`config.mk`:
```
export PLATFORM = sky130hd
export DESIGN_NAME = uart_packet_dispatcher
export DESIGN_NICKNAME = d
export VERILOG_FILES = /design/src/rtl/uart_packet_dispatcher.sv
export SDC_FILE = /design/constraint.sdc
export NUM_CORES = 1
export LEC_CHECK = 0
export ABC_AREA = 1
export ABC_CLOCK_PERIOD_IN_PS = 1800
export CAP_MARGIN = 20
export CORE_MARGIN = 5
export CORE_UTILIZATION = 50
export DETAILED_ROUTE_END_ITERATION = 10
export PLACE_DENSITY = 0.83
export SLEW_MARGIN = 15
export SYNTH_ARGS = -nofsm -noshare
export SYNTH_HDL_FRONTEND = slang
export SYNTH_SLANG_ARGS = --single-unit
```
`constraint.sdc`:
```
create_clock -name clk -period 1.8 [get_ports clk]
set_input_delay 0.36 -clock clk [delete_from_list [all_inputs] [get_ports clk]]
set_output_delay 0.36 -clock clk [all_outputs]
set_load 0.01 [all_outputs]
```
`src/rtl/uart_packet_dispatcher.sv`:
```
// uart_packet_dispatcher: parses EE/addr/len/payload/crc frames from the UART
// ports: clk,n_rst | rx_data,rx_valid in | addr,data,data_valid,pkt_* ,busy out
module uart_packet_dispatcher #(
  parameter logic [7:0] PREFIX       = 8'hEE,
  parameter bit         CHECK_CRC    = 1'b0,
  parameter int         TIMEOUT_CLKS = 1000000
) (
  input  logic       clk,
  input  logic       n_rst,
  input  logic [7:0] rx_data,
  input  logic       rx_valid,
  output logic [6:0] addr,
  output logic [7:0] data,
  output logic       data_valid,
  output logic       pkt_start,
  output logic       pkt_end,
  output logic       pkt_err,
  output logic       busy
);

  localparam int CW = $clog2(TIMEOUT_CLKS);
  localparam logic [CW-1:0] TO_LAST = CW'(TIMEOUT_CLKS - 1);

  typedef enum logic [2:0] {
    S_IDLE, S_ADDR, S_LEN, S_DATA, S_CRC
  } state_t;

  state_t        state_q, state_d;
  logic [7:0]    crc_q, crc_d;
  logic [7:0]    rem_q, rem_d;
  logic          drop_q, drop_d;
  logic [CW-1:0] tmo_q, tmo_d;
  logic [6:0]    addr_q, addr_d;
  logic [7:0]    data_q, data_d;
  logic          dv_q, dv_d;
  logic          start_q, start_d;
  logic          end_q, end_d;
  logic          err_q, err_d;
  logic          timeout;

  // a byte landing on the timeout clock is dropped
  assign timeout = (state_q != S_IDLE) && (tmo_q == TO_LAST);

  always_ff @(posedge clk or negedge n_rst) begin
    if (!n_rst) begin
      state_q <= S_IDLE;
      crc_q   <= '0;
      rem_q   <= '0;
      drop_q  <= 1'b0;
      tmo_q   <= '0;
      addr_q  <= '0;
      data_q  <= '0;
      dv_q    <= 1'b0;
      start_q <= 1'b0;
      end_q   <= 1'b0;
      err_q   <= 1'b0;
    end else begin
      state_q <= state_d;
      crc_q   <= crc_d;
      rem_q   <= rem_d;
      drop_q  <= drop_d;
      tmo_q   <= tmo_d;
      addr_q  <= addr_d;
      data_q  <= data_d;
      dv_q    <= dv_d;
      start_q <= start_d;
      end_q   <= end_d;
      err_q   <= err_d;
    end
  end

  always_comb begin
    state_d = state_q;
    if (timeout) begin
      state_d = S_IDLE;
    end else if (rx_valid) begin
      unique case (state_q)
        S_IDLE:  if (rx_data == PREFIX) state_d = S_ADDR;
        S_ADDR:  state_d = S_LEN;
        S_LEN:   state_d = (rx_data == 8'h00) ? S_CRC : S_DATA;
        S_DATA:  if (rem_q == 8'h01) state_d = S_CRC;
        S_CRC:   state_d = S_IDLE;
        default: state_d = S_IDLE;
      endcase
    end
  end

  always_comb begin
    crc_d   = crc_q;
    rem_d   = rem_q;
    drop_d  = drop_q;
    addr_d  = addr_q;
    data_d  = data_q;
    dv_d    = 1'b0;
    start_d = 1'b0;
    end_d   = 1'b0;
    err_d   = 1'b0;
    if (rx_valid || state_q == S_IDLE || state_d != state_q) begin
      tmo_d = '0;
    end else begin
      tmo_d = tmo_q + CW'(1);
    end
    if (timeout) begin
      err_d = 1'b1;
    end else if (rx_valid) begin
      unique case (state_q)
        S_IDLE: begin
          if (rx_data == PREFIX) crc_d = '0;
        end
        S_ADDR: begin
          crc_d  = crc_q ^ rx_data;
          drop_d = rx_data[7];
          if (!rx_data[7]) addr_d = rx_data[6:0];
        end
        S_LEN: begin
          crc_d   = crc_q ^ rx_data;
          rem_d   = rx_data;
          start_d = !drop_q;
        end
        S_DATA: begin
          crc_d = crc_q ^ rx_data;
          rem_d = rem_q - 8'h01;
          if (!drop_q) begin
            data_d = rx_data;
            dv_d   = 1'b1;
          end
        end
        S_CRC: begin
          if (drop_q || (CHECK_CRC && rx_data != crc_q)) begin
            err_d = 1'b1;
          end else begin
            end_d = 1'b1;
          end
        end
        default: ;
      endcase
    end
  end

  assign addr       = addr_q;
  assign data       = data_q;
  assign data_valid = dv_q;
  assign pkt_start  = start_q;
  assign pkt_end    = end_q;
  assign pkt_err    = err_q;
  assign busy       = (state_q != S_IDLE);

endmodule

```
### Where the registers sit, run 1

Bar = 20 um. Other sequential cells in the stronger gray, the rest of the logic in the fainter gray.
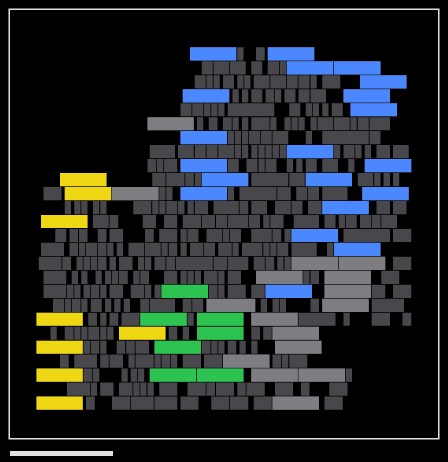
legend:
  addr:
    color: green
    sequential_cells: 7
    where: bottom middle
  rem_q:
    color: yellow
    sequential_cells: 8
  tmo_q:
    color: blue
    sequential_cells: 20
not colored: 16
Seq area share: 0.362
sequential cell area: 1280 um^2
Seq power: 1.66 mW

### The metal 3 layer, run 1

Bar = 20 um. Cells faint in the background.
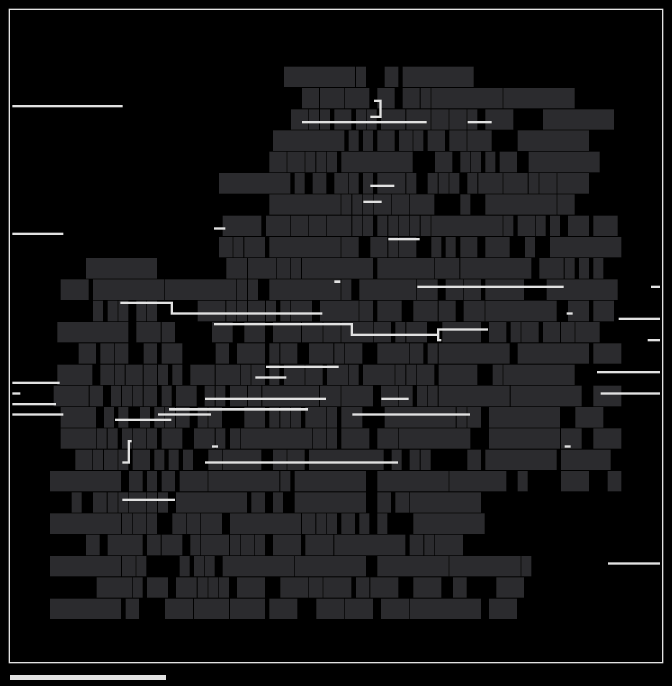
main direction: horizontal
longest straight run: 24.4 um
routed wire length: 6390 um
grt met3 use: 0.0317
vias: 2354

==> results.tsv, run 1 <==
metric	value	unit
TritonCTS clock tree	built	
R2R cell count	11	
relative slew slack	0.696	
Synth top area share	0.474	
Comb area	1270	um^2
FF-to-FF End	tmo_q[9]	
Critical R2R Launch	tmo_q[0]	
Simple-Gate Area Share	0.281	
Num CTS Buffers	5	
largest net degree at the start of global routing	22	
Max Transition Viols Final	0	
Top Metal Used	met4	
# rows	26	
Crit-path slowest cell	clkdlybuf4s50_1	
port bufs	30	
initial core utilization	0.520	
Dominant comb cell	simple AND/OR/NAND/NOR gates	
Unique cell types	29	
met3 WL	293	um
Seq pwr share	0.413	
root buffer cell	clkbuf_8	
Fin Hold WS	4.63	ps
Syn Area/Cell	8.23	um^2
DR WL/cell	13.9	um
worst vdd ir	763	uV
CP endpoint kind	register	
CTS Buffer Depth	2	
Critical Path Most Common Cell	nand2_2	
Skew-Pair Late Insertion Delay	300	ps
yosys aoi share	0.0972	
1st-iter DRT viols	172	
combinational share of power	0.429	
Mux area share	0	
Adder Area Share	0.0140	
worst path cell trace	clkdlybuf4s50_1 > nor2_1 > nand2_1 > o21ai_2 > nand2_2 > inv_1 > nand3_2 > nand2_1 > nand2_2 > nand2_2 > nand2_4 > clkbuf_16 > nor2_2	
top_reg_cell synth	dfrtp_1	
status	complete, no violations	
core footprint	5170	um^2
total tool warning count	27	
metal1 wirelength	2770	um
Power Dens Cells	1140	nW/um^2
# hold bufs at CTS	0	
clock distribution power	637	uW
Final period util	0.989	
actual slew at the worst max-slew pin	456	ps
Synth Area in XOR/XNOR	0.0488	
top cells by area	dfrtp_1 (47%), nand2_1 (9.3%), inv_1 (6.4%), nor2_2 (6.0%), nor2_1 (3.9%)	
# setup viols final	0	
FMAX	562	MHz
# H-tree levels	2	
largest area contributor in the netlist	dfrtp_1	
Die ar.	6950	um^2
First-pass DRT Iterations	4	
Area Growth Syn to Fin	31.0	%
I/O pin count	31	
Placement Setup Slack	-287	ps
flop-to-flop setup slack	40	ps
Synth Cell Area	2690	um^2
post-synthesis sequential element count	51	
Num Clock Sinks	51	
Hold Fails Final Rpt	0	
crit path max fanout	5	
first-pass GRT wire length	9940	um
yosys warning tally	0	
YS chip area	2690	um^2
share of layout cells above drive strength 1	0.256	
Seq share, synth	0.474	
placed insts	443	
max incr delay on CP	460	ps
Worst Hold Class	input pin to async pin	
power share of the clock group	0.158	
max_cap viols	0	
Comb. pwr	1.73	mW
Placer Congestion	0.913	
yosys stat cell total	327	
dominant power group	combinational cells	
number of global-route vias before repair	2205	
post-layout power	4.03	mW
FFs w/ async S/R, synth	1.00	
WS Path Type	input pin to register	
Worst Path Required	2030	ps
Sw Share	0.361	
Detail Placement HPWL	4420	um
GR Util All Layers	0.172	
EDFF count, synth	0	
CP arrival	2010	ps
height of the die	83.4	um
CTS clk-pin slew, worst paths	80	ps
GRT overflow	0	
internal power	2.57	mW
setup tns final	0	ps
nets@finish	404	
vias per cell	5.12	
Syn Inst Count	327	
Final Skew	6.52	ps
initial antenna violation count	0	
die width	83.4	um
Sw Pwr	1.45	mW
Fillers	378	
routed wl met2	3230	um
PnR worst setup slack	19.8	ps
Routed Antenna Nets	0	
Leak	1.71	nW
startpoint types	input pin	
Synth Net Count	341	
Post-Layout Cell Count	460	
# DRC	0	
Final min period	1780	ps
n_diodes	0	
### The metal 2 layer, run 1

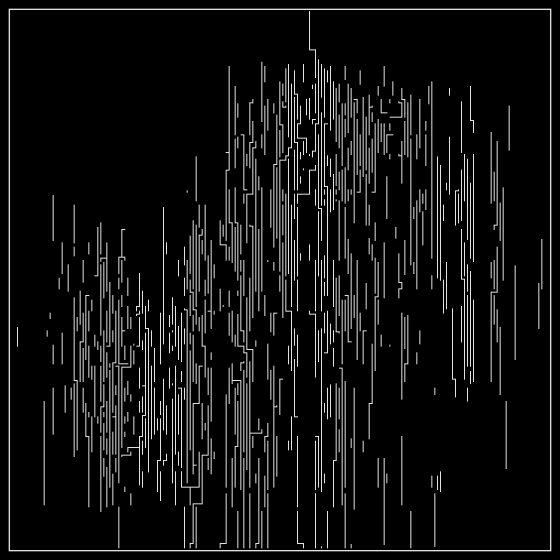
main direction: vertical
nets with wire on the layer: 341
wire length on this layer: 3230 um

### Signal wires on met1, run 1

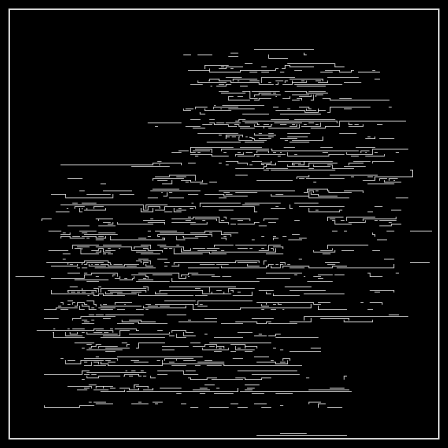
nets with wire on the layer: 382
share of all routed wire: 43%
longest straight run: 21.6 um
main direction: horizontal
wire length on this layer: 2770 um

-- run 1: metal layers --
layer | vias to the layer above | GRT usage
li1 | 1155 | -
met1 | 1133 | 0.228
met2 | 55 | 0.289
met3 | 11 | 0.0317
met4 | 0 | 0.0475
met5 | - | 0
-- run 1: cell families after synthesis --
family                   Yosys count
AND-OR/OR-AND                     48
XOR/XNOR                          15
adder cells (fa/ha/maj)            3
buffers and inverters             54
flip-flops                        51
AND/OR/NAND/NOR                  156
-- run 1: cell usage after synthesis, types with 2 or more instances --
master / n
o21ai_1: 15
nand3_2: 3
xor2_1: 12
nand2_4: 2
a21oi_1: 10
buf_6: 3
nor2_2: 26
nand3_1: 10
inv_1: 46
nand2_2: 5
nor2_1: 28
nand4_1: 6
o21ai_0: 14
ha_1: 3
nand2_1: 67
buf_2: 2
o22ai_1: 4
inv_2: 2
dfrtp_1: 51
xnor2_1: 3
nor3_1: 7
-- run 1: state kept, by name, indices dropped and copies added (netlist names), 3 cells and up --
| register | count |
|---|---|
| tmo_q | 20 |
| data | 8 |
| rem_q | 8 |
| addr | 7 |
| state_q | 3 |
-- run 1: repair_timing --
| action | 4_1_cts | 5_1_grt |
|---|---|---|
| resized | 6 | 24 |
| setup buffers | 1 | 7 |
| setup endpoints to repair | 21 | 30 |
| gates cloned | 0 | 2 |
| pin swaps | 3 | 10 |
-- run 1: per-stage QoR --
| step | instance area [um^2] | utilization |
|---|---|---|
| after floorplan | 2690 | - |
| after global placement | 3230 | 0.624 |
| after detailed placement | 3230 | 0.624 |
| after CTS | 3340 | 0.646 |
| after global routing | 3520 | 0.681 |
| final | 3520 | 0.681 |
-- run 1: how the worst max path moves through the flow --
stage                     from  cells past startpoint         to
global placement    rx_data[1]                     13  tmo_q[14]
floorplan             tmo_q[0]                     11  tmo_q[14]
global route          tmo_q[0]                      9  tmo_q[13]
detailed placement  rx_data[1]                     13  tmo_q[16]
finish              rx_data[0]                     13   tmo_q[4]
CTS                   tmo_q[1]                     12   tmo_q[6]
-- run 1: cell usage in the layout, fill, tap and decap left out, types with 2 or more instances in the layout --
cell type	synthesis	routed
a21oi_1	10	9
a21oi_2	1	2
buf_12	0	3
buf_4	0	27
clkbuf_16	0	2
clkbuf_8	0	6
clkdlybuf4s50_1	0	22
dfrtp_1	51	50
dlymetal6s2s_1	0	6
ha_1	3	2
inv_1	46	44
inv_2	2	4
nand2_1	67	64
nand2_2	5	7
nand2_4	2	3
nand3_1	10	8
nand3_2	3	4
nand4_1	6	6
nor2_1	28	24
nor2_2	26	28
nor2_4	0	2
nor3_1	7	5
nor3_2	1	3
o21ai_0	14	14
o21ai_1	15	13
o21ai_2	1	3
o22ai_1	4	4
xnor2_1	3	3
xor2_1	12	12
-- run 1: worst max-delay path, delay by kind of cell --
kind / cells / cell delay, ps
AND-OR/OR-AND: 1 / 140
buffers and inverters: 3 / 720
AND/OR/NAND/NOR: 9 / 810
-- run 1: area by class of cell --
class                      count  area share
multi-input combinational    222       0.360
sequential                    51       0.362
inverter                      48      0.0511
clock inverter                 1     0.00142
clock buffer                   6      0.0234
timing repair buffer          62       0.176
tap                           70      0.0248
## Run 2: what changed since run 1
CORE_ASPECT_RATIO = 1.1   (was default)
CORE_UTILIZATION = 29   (was 50)
PLACE_DENSITY = 0.58   (was 0.83)
### Where the registers sit, run 2

Bar = 20 um. Other sequential cells in the stronger gray, the rest of the logic in the fainter gray.
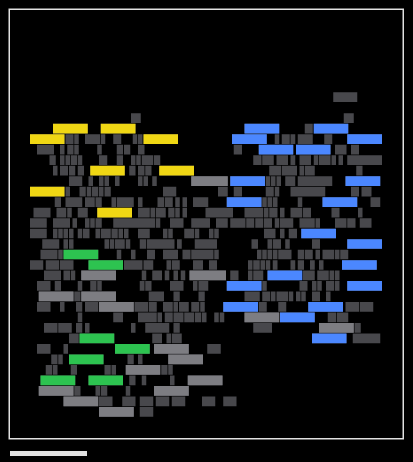
legend:
  addr:
    color: green
    sequential_cells: 7
    where: bottom left
  tmo_q:
    color: blue
    sequential_cells: 20
    where: right middle
  rem_q:
    color: yellow
    sequential_cells: 8
not colored: 16
Seq power: 1.65 mW
fin util: 0.403
sequential cell area: 1280 um^2

### Signal wires on met1, run 2

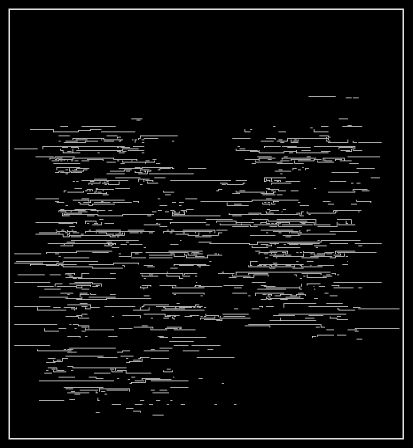
longest straight run: 24.4 um
share of all routed wire: 47%
main direction: horizontal
wire length on this layer: 2900 um
met1 Use GR: 0.145
routed wire length: 6200 um
vias: 2247

==> run 2 against run 1 <==
  * Critical endpoint is now tmo_q[9]
  * Register-to-register slack improved by 50 ps
  * Largest power group unchanged
  * Via count decreased by 4.5%
  * Final cell count up 8.9%
  * Clock power is 24% higher
  * Clock-buffer cell count shrank 1
==> results.tsv, run 2 <==
metric	value	unit
YS chip area	2690	um^2
Fin Hold WS	26.9	ps
CTS clk-pin slew, worst paths	100	ps
Final period util	0.950	
height of the die	111	um
Syn Inst Count	327	
max_cap viols	0	
placed insts	486	
Final Skew	15.3	ps
Worst path top cell family by delay	simple AND/OR/NAND/NOR gates	
Placement Setup Slack	-264	ps
Seq share, synth	0.474	
status	complete, no violations	
Skew-Pair Late Insertion Delay	310	ps
Num CTS Buffers	5	
Crit-path slowest cell	dfrtp_1	
Max Transition Viols Final	0	
top cells by count	nand2_1 (67), dfrtp_1 (51), inv_1 (46)	
n_diodes	0	
post-synthesis sequential element count	51	
Leak	1.72	nW
total tool warning count	28	
FFs w/ async S/R, synth	1.00	
Worst Path Required	2000	ps
I/O pin count	31	
# rows	36	
nets@finish	401	
EDFF count, synth	0	
Power Dens Cells	1150	nW/um^2
max FFs per register	20	
core footprint	8960	um^2
Worst Hold Class	input pin to async pin	
GR Util met2	0.189	
startpoint types	register	
top_reg_cell synth	dfrtp_1	
root buffer cell	clkbuf_8	
Num Clock Sinks	51	
Fillers	913	
Top Usage Layer GRT	met2	
Synth Net Count	341	
Synth top area share	0.474	
actual slew at the worst max-slew pin	275	ps
TritonCTS clock tree	built	
PnR worst setup slack	89.3	ps
# H-tree levels	2	
Die ar.	11300	um^2
First-pass DRT Iterations	4	
worst path cell trace	ha_4 > nand3_4 > nor2_4 > inv_2 > nor2_4 > nand2_4 > o21ai_4 > a21oi_4 > nand2_4 > clkbuf_16 > nor2_2	
most numerous logic cells after layout	nand2_1 (66), dfrtp_1 (49), inv_1 (44)	
Biggest register	tmo_q	
GRT overflow	0	
Final min period	1710	ps
crit path max fanout	10	
CTS Buffer Depth	2	
top cells by area	dfrtp_1 (47%), nand2_1 (9.3%), inv_1 (6.4%), nor2_2 (6.0%), nor2_1 (3.9%)	
share of layout cells above drive strength 1	0.245	
WS Path Type	register to register	
GR Util All Layers	0.114	
Routed Antenna Nets	0	
vias per cell	4.49	
1st-iter DRT viols	92	
Commonest Layout Cell	nand2_1	
# DRC	0	
grt met3 use	0.0289	
Detail Placement HPWL	4300	um
worst vdd ir	745	uV
number of global-route vias before repair	2334	
initial antenna violation count	0	
Synth Cell Area	2690	um^2
Placer Congestion	0.836	
cell with the most instances after synthesis	nand2_1	
first-pass GRT wire length	10600	um
Unique cell types	29	
Hold Fails Final Rpt	0	
relative slew slack	0.817	
largest net degree at the start of global routing	52	
RSZ-0062 raised after global routing	true	
initial core utilization	0.300	
# hold bufs at CTS	0	
yosys warning tally	0	
# setup viols final	0	
Syn Area/Cell	8.23	um^2
yosys stat cell total	327	
FMAX	585	MHz
CP arrival	1910	ps
largest area contributor in the netlist	dfrtp_1	
port bufs	30	
Post-Layout Cell Count	501	
CP endpoint kind	register	
DR WL/cell	12.4	um
max incr delay on CP	410	ps
CP bufs+invs	2	
die width	102	um
Area Growth Syn to Fin	34.2	%
[run 2: repair_timing]
item / in CTS / in global routing
setup endpoints to repair: 21 / 38
endpoints found under the hold margin: 0 / 0
setup buffers: 1 / 5
gates cloned: 0 / 2
pin swaps: 0 / 10
gates resized: 4 / 36
[run 2: cell type report]
class,count,area [um^2],share of cell area
clock inverters,2,37.5,0.0104
repair buffers,59,592,0.164
inverters,48,185,0.0513
clock buffers,5,68.8,0.0191
well taps,114,143,0.0395
flip-flops and latches,51,1280,0.354
multi-input cells,222,1310,0.362
[run 2: logic make-up (layout without fill, tap and decap cells)]
| kind of cell | Yosys count | after routing | share of synthesized area |
|---|---|---|---|
| AND-OR/OR-AND | 48 | 48 | 0.0972 |
| XOR/XNOR | 15 | 15 | 0.0488 |
| adder cells (fa/ha/maj) | 3 | 3 | 0.0140 |
| buffers and inverters | 54 | 114 | 0.0847 |
| flip-flops | 51 | 51 | 0.474 |
| AND/OR/NAND/NOR | 156 | 156 | 0.281 |
[run 2: per-stage QoR]
step | TNS [ps] | total power, mW | cell area (um^2)
floorplan | 0 | 2.47 | 2690
global placement | -6110 | 3.11 | 3260
detailed placement | -5810 | 3.12 | 3260
CTS | 0 | 3.96 | 3380
global route | -313 | 4.44 | 3610
finish | 0 | 4.13 | 3610
[run 2: final timing paths]
path | depth (start not counted) | slack (ps) | end | startpoint
worst min-delay path | 2 | 30 | tmo_q[17] | n_rst
worst max register to register | 11 | 90 | tmo_q[9] | tmo_q[1]
worst max-delay path | 11 | 90 | tmo_q[9] | tmo_q[1]
max in group asynchronous | 2 | 1530 | state_q[1] | n_rst
worst min register to register | 2 | 500 | data[1] | data[1]
min in group clk | 3 | 400 | rem_q[1] | rx_data[1]
[run 2: where the power goes]
group | switching, mW | total, mW | internal (mW)
Combinational | 0.872 | 1.70 | 0.824
Clock | 0.384 | 0.791 | 0.407
Sequential | 0.216 | 1.65 | 1.43
Total | 1.47 | 4.13 | 2.66
[run 2: metal layers]
metal  part of all wire  vias up
met5                  0        -
met2               0.48       34
met1               0.47     1064
met3              0.035        8
li1                   -     1141
met4              0.014        0
Power figures rest on the tool's default switching activity, not on a simulated workload.
